$ cat config.mk
export PLATFORM = sky130hd
export DESIGN_NAME = muldiv_sched
export DESIGN_NICKNAME = d
export VERILOG_FILES = /design/src/rtl/muldiv_sched.sv
export SDC_FILE = /design/constraint.sdc
export NUM_CORES = 1
export LEC_CHECK = 0
export CAP_MARGIN = 40
export CELL_PAD_IN_SITES_DETAIL_PLACEMENT = 0
export CELL_PAD_IN_SITES_GLOBAL_PLACEMENT = 1
export CORE_ASPECT_RATIO = 0.7
export CORE_MARGIN = 1
export CORE_UTILIZATION = 28
export CTS_CLUSTER_DIAMETER = 200
export DETAILED_ROUTE_END_ITERATION = 6
export PLACE_DENSITY = 0.81
export SYNTH_ARGS = -nofsm -noshare
export SYNTH_HDL_FRONTEND = slang
export SYNTH_SLANG_ARGS = --single-unit
$ cat constraint.sdc
create_clock -name clock_i -period 1.23 [get_ports clock_i]
set_input_delay 0.1845 -clock clock_i [delete_from_list [all_inputs] [get_ports clock_i]]
set_output_delay 0.1845 -clock clock_i [all_outputs]
set_load 0.05 [all_outputs]
$ cat src/rtl/muldiv_sched.sv
// muldiv_sched: sequences the multiply/divide units and the HI/LO register
// writes for MULT/DIV instructions. It launches the selected unit, waits for
// its completion (or divide-by-zero / watchdog expiry), then commits or
// aborts. It also stalls MFHI/MFLO reads while an operation is in flight.
module muldiv_sched #(
    parameter int TIMEOUT = 40,  // cycles a unit may run from its launch cycle; 2 <= TIMEOUT < 2**CNT_W
    parameter int CNT_W   = 6    // watchdog counter width
) (
    input  logic clock_i,
    input  logic reset_i,
    input  logic start_i,
    input  logic op_i,          // 0 = MULT, 1 = DIV (sampled with start_i)
    input  logic hilo_rd_i,
    input  logic mult_done_i,
    input  logic div_done_i,
    input  logic div0_i,
    output logic mult_start_o,
    output logic div_start_o,
    output logic hi_sel_o,      // 0 = divider, 1 = multiplier
    output logic lo_sel_o,      // 0 = divider, 1 = multiplier
    output logic hi_we_o,
    output logic lo_we_o,
    output logic busy_o,
    output logic stall_o,
    output logic done_o,
    output logic div0_exc_o,
    output logic timeout_o,
    output logic start_err_o
);

    typedef enum logic [2:0] {
        S_IDLE     = 3'd0,
        S_MULT_RUN = 3'd1,
        S_DIV_RUN  = 3'd2,
        S_WRITE    = 3'd3,
        S_DIV0     = 3'd4,
        S_TMO      = 3'd5
    } state_t;

    // Counter value seen in the last cycle a unit is allowed to run.
    localparam logic [CNT_W-1:0] CNT_LAST = CNT_W'(TIMEOUT - 1);

    state_t           state_q, state_d;
    logic [CNT_W-1:0] cnt_q, cnt_d;
    logic             launch_q, launch_d;       // first cycle of a run state
    logic             hi_sel_q, hi_sel_d;
    logic             lo_sel_q, lo_sel_d;
    logic             start_err_q, start_err_d;

    logic             accept;                   // start taken from IDLE
    logic             expired;                  // watchdog reached its last cycle

    assign accept  = (state_q == S_IDLE) && start_i;
    assign expired = (cnt_q == CNT_LAST);

    // State register.
    always_ff @(posedge clock_i) begin
        if (reset_i) begin
            state_q <= S_IDLE;
        end else begin
            state_q <= state_d;
        end
    end

    // Next-state logic: launch from IDLE, resolve the run states, then return to IDLE.
    always_comb begin
        state_d = state_q;
        case (state_q)
            S_IDLE: begin
                if (start_i) begin
                    state_d = op_i ? S_DIV_RUN : S_MULT_RUN;
                end
            end
            S_MULT_RUN: begin
                // Completion beats watchdog expiry in the same cycle.
                if (mult_done_i) begin
                    state_d = S_WRITE;
                end else if (expired) begin
                    state_d = S_TMO;
                end
            end
            S_DIV_RUN: begin
                // Divide-by-zero beats completion, which beats expiry.
                if (div0_i) begin
                    state_d = S_DIV0;
                end else if (div_done_i) begin
                    state_d = S_WRITE;
                end else if (expired) begin
                    state_d = S_TMO;
                end
            end
            S_WRITE, S_DIV0, S_TMO: begin
                state_d = S_IDLE;
            end
            default: begin
                state_d = S_IDLE;
            end
        endcase
    end

    // Next values for the watchdog counter, launch flag, mux selects and start error.
    always_comb begin
        cnt_d       = cnt_q;
        launch_d    = accept;
        hi_sel_d    = hi_sel_q;
        lo_sel_d    = lo_sel_q;
        // A start that arrives while an operation is in flight is dropped and flagged.
        start_err_d = start_i && (state_q != S_IDLE);
        if (accept) begin
            cnt_d    = '0;
            hi_sel_d = ~op_i;
            lo_sel_d = ~op_i;
        end else if ((state_q == S_MULT_RUN) || (state_q == S_DIV_RUN)) begin
            cnt_d = cnt_q + CNT_W'(1);
        end
    end

    // Datapath registers; reset returns selects to the divider side.
    always_ff @(posedge clock_i) begin
        if (reset_i) begin
            cnt_q       <= '0;
            launch_q    <= 1'b0;
            hi_sel_q    <= 1'b0;
            lo_sel_q    <= 1'b0;
            start_err_q <= 1'b0;
        end else begin
            cnt_q       <= cnt_d;
            launch_q    <= launch_d;
            hi_sel_q    <= hi_sel_d;
            lo_sel_q    <= lo_sel_d;
            start_err_q <= start_err_d;
        end
    end

    // Output decode: everything but busy/stall comes from registers only.
    always_comb begin
        mult_start_o = launch_q && (state_q == S_MULT_RUN);
        div_start_o  = launch_q && (state_q == S_DIV_RUN);
        hi_sel_o     = hi_sel_q;
        lo_sel_o     = lo_sel_q;
        hi_we_o      = (state_q == S_WRITE);
        lo_we_o      = (state_q == S_WRITE);
        done_o       = (state_q == S_WRITE);
        div0_exc_o   = (state_q == S_DIV0);
        timeout_o    = (state_q == S_TMO);
        start_err_o  = start_err_q;
        busy_o       = (state_q != S_IDLE);
        // HI/LO only update at the end of WRITE, so reads stall through it too.
        stall_o      = hilo_rd_i && (state_q != S_IDLE);
    end

endmodule

Zoomed window:
Bar = 5 um. Region (19, 19) to (39, 39) um. Cells in grey, sequential cells in the stronger grey; small squares are vias.
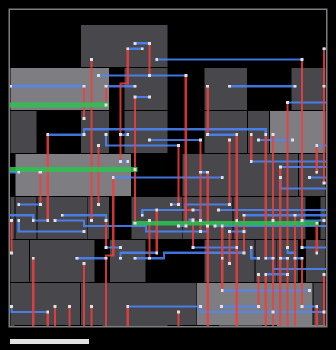
green -> M3
red -> M2
blue -> M1
most frequent = xnor2_1 (3), nor2_1 (3), buf_4 (3)
sequential cells in the window = 3
netlist names of flops here include = `cnt_q` (3)
cells with their middle in the window = 26

Nets reached from selected ports:
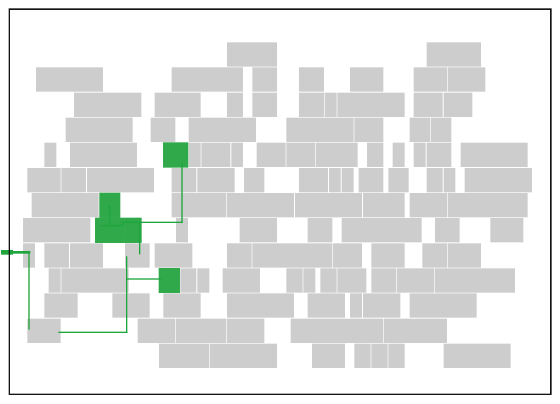
green -> `start_i`  # direction input, edge left, end cells 5, buffers 2, wire 50.3 um

==> qor.txt <==
Result of the run: complete, but fails checks
H-tree depth reported by CTS: 1
Critical-path cell list: buf_6 -> and3b_2 -> buf_12
Number of clock sinks seen by CTS: 12
R2r worst-path depth: 5
Most frequent logic cells in the routed design: sky130_fd_sc_hd__buf_4, sky130_fd_sc_hd__buf_12, sky130_fd_sc_hd__nor2_1
Tally of unique sky130hd cells used after synthesis: 26
Cell class ranked first by area: multi-input combinational cells
Buffer cell driving the clock tree root: sky130_fd_sc_hd__clkbuf_4
Post-synth area from yosys stat: 626 sq um
Critical R2R Capture: state_q[0]
Most congested layer reported by global routing: met2
Standard cell core area: 1970 sq um
Clock transition at the registers of the reported paths: 0.08 ns
Number of buffers inserted for hold repair after clock tree synthesis: 0
Area used by multi-input combinational logic: 490 sq um
Worst min-delay path category: flip-flop to flip-flop
Area overhead of the layout relative to synthesis: 108%
Most numerous logic cell after layout: sky130_fd_sc_hd__buf_4
Destination of the worst hold path: cnt_q[1]
Antenna violations before repair: 0
Horizontal die dimension: 58.5 um
GRT Resource Usage Total: 0.173
Cell with the biggest individual delay on the critical path: sky130_fd_sc_hd__dfxtp_4
Largest stage delay, worst path: 0.43 ns
Worst Path Required: 1.05 ns
Post-route worst setup slack: -0.191 ns
Number of tapcells: 30
Iteration tally of the first detailed-router pass: 4
Hpwl dp: 1300 um
Post-Syn Area: 626 sq um
Met3 routed wirelength: 101 um
Largest registers in the final layout: cnt_q (6), state_q (3)
Final setup violating endpoints: 17
Synth Seq Share: 0.384
First-pass GRT wire length: 3160 um
Violated checks: negative setup slack
Layout Utilization: 0.662
Die Area: 2430 sq um
Gate-type map:
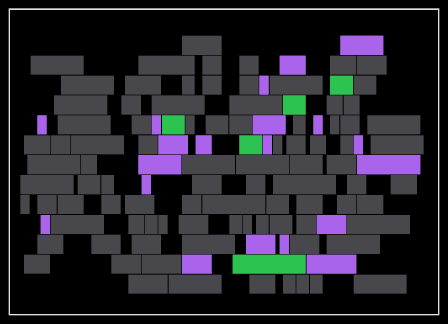
green -> xor and xnor cells  # cells 5
purple -> nor cells  # cells 20

Signal metal coverage by tile:
The die is cut into 12 by 8 equal tiles; white is low, dark blue is high, scaled to the fullest tile. Values are wire area over tile area, all layers added.
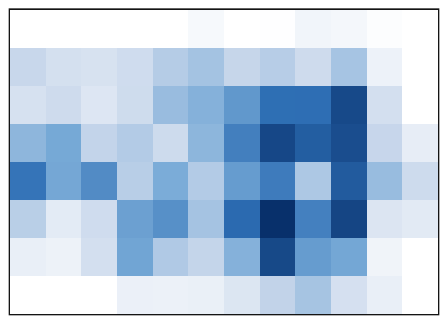
mean over tiles = 0.13
emptiest ninth of the die = top left
densest ninth of the die = middle
tiles over half the peak = 26%
fullest tile = 0.41

## synth_stat cells, types with 2 or more instances
cell type	n
sky130_fd_sc_hd__inv_1	2
sky130_fd_sc_hd__dfxtp_1	12
sky130_fd_sc_hd__o21ai_0	5
sky130_fd_sc_hd__nand2_1	5
sky130_fd_sc_hd__nor3_1	3
sky130_fd_sc_hd__buf_4	4
sky130_fd_sc_hd__xnor2_1	5
sky130_fd_sc_hd__and3_1	2
sky130_fd_sc_hd__nor2_1	14
sky130_fd_sc_hd__a21oi_1	6
sky130_fd_sc_hd__nor3b_1	2
sky130_fd_sc_hd__or3_1	3
sky130_fd_sc_hd__nand3_1	3
## power by group
part	switching [uW]	internal, uW	leakage (uW)
clock network	138	180	0.0000210
logic	264	266	0.000392
registers	37.0	411	0.000100
total	439	857	0.000513
## cell families (layout without fill, tap and decap cells)
group | Yosys count | in the layout | synth area share
AOI/OAI and AO/OA | 15 | 15 | 0.142
adders and majority gates | 1 | 1 | 0.0200
xor gates and xnor gates | 5 | 5 | 0.0700
buffers and inverters | 8 | 44 | 0.0740
and+or+nand+nor | 38 | 38 | 0.310
DFF | 12 | 12 | 0.384
## tightest hold or removal path, stage by stage, from the launching register on
cell,delay (ns)
sky130_fd_sc_hd__dfxtp_2,0.34
sky130_fd_sc_hd__o21ai_2,0.05
sky130_fd_sc_hd__a21oi_1,0.06
## worst max path at each step
| stage | slack [ns] | cells past startpoint | end |
|---|---|---|---|
| detailed placement | -0.17 | 4 | state_q[0] |
| global route | -0.25 | 4 | busy_o |
| global placement | -0.09 | 4 | state_q[0] |
| finish | -0.19 | 3 | timeout_o |
| floorplan | -0.06 | 2 | div0_exc_o |
| CTS | -0.20 | 4 | busy_o |
Power figures rest on the tool's default switching activity, not on a simulated workload.
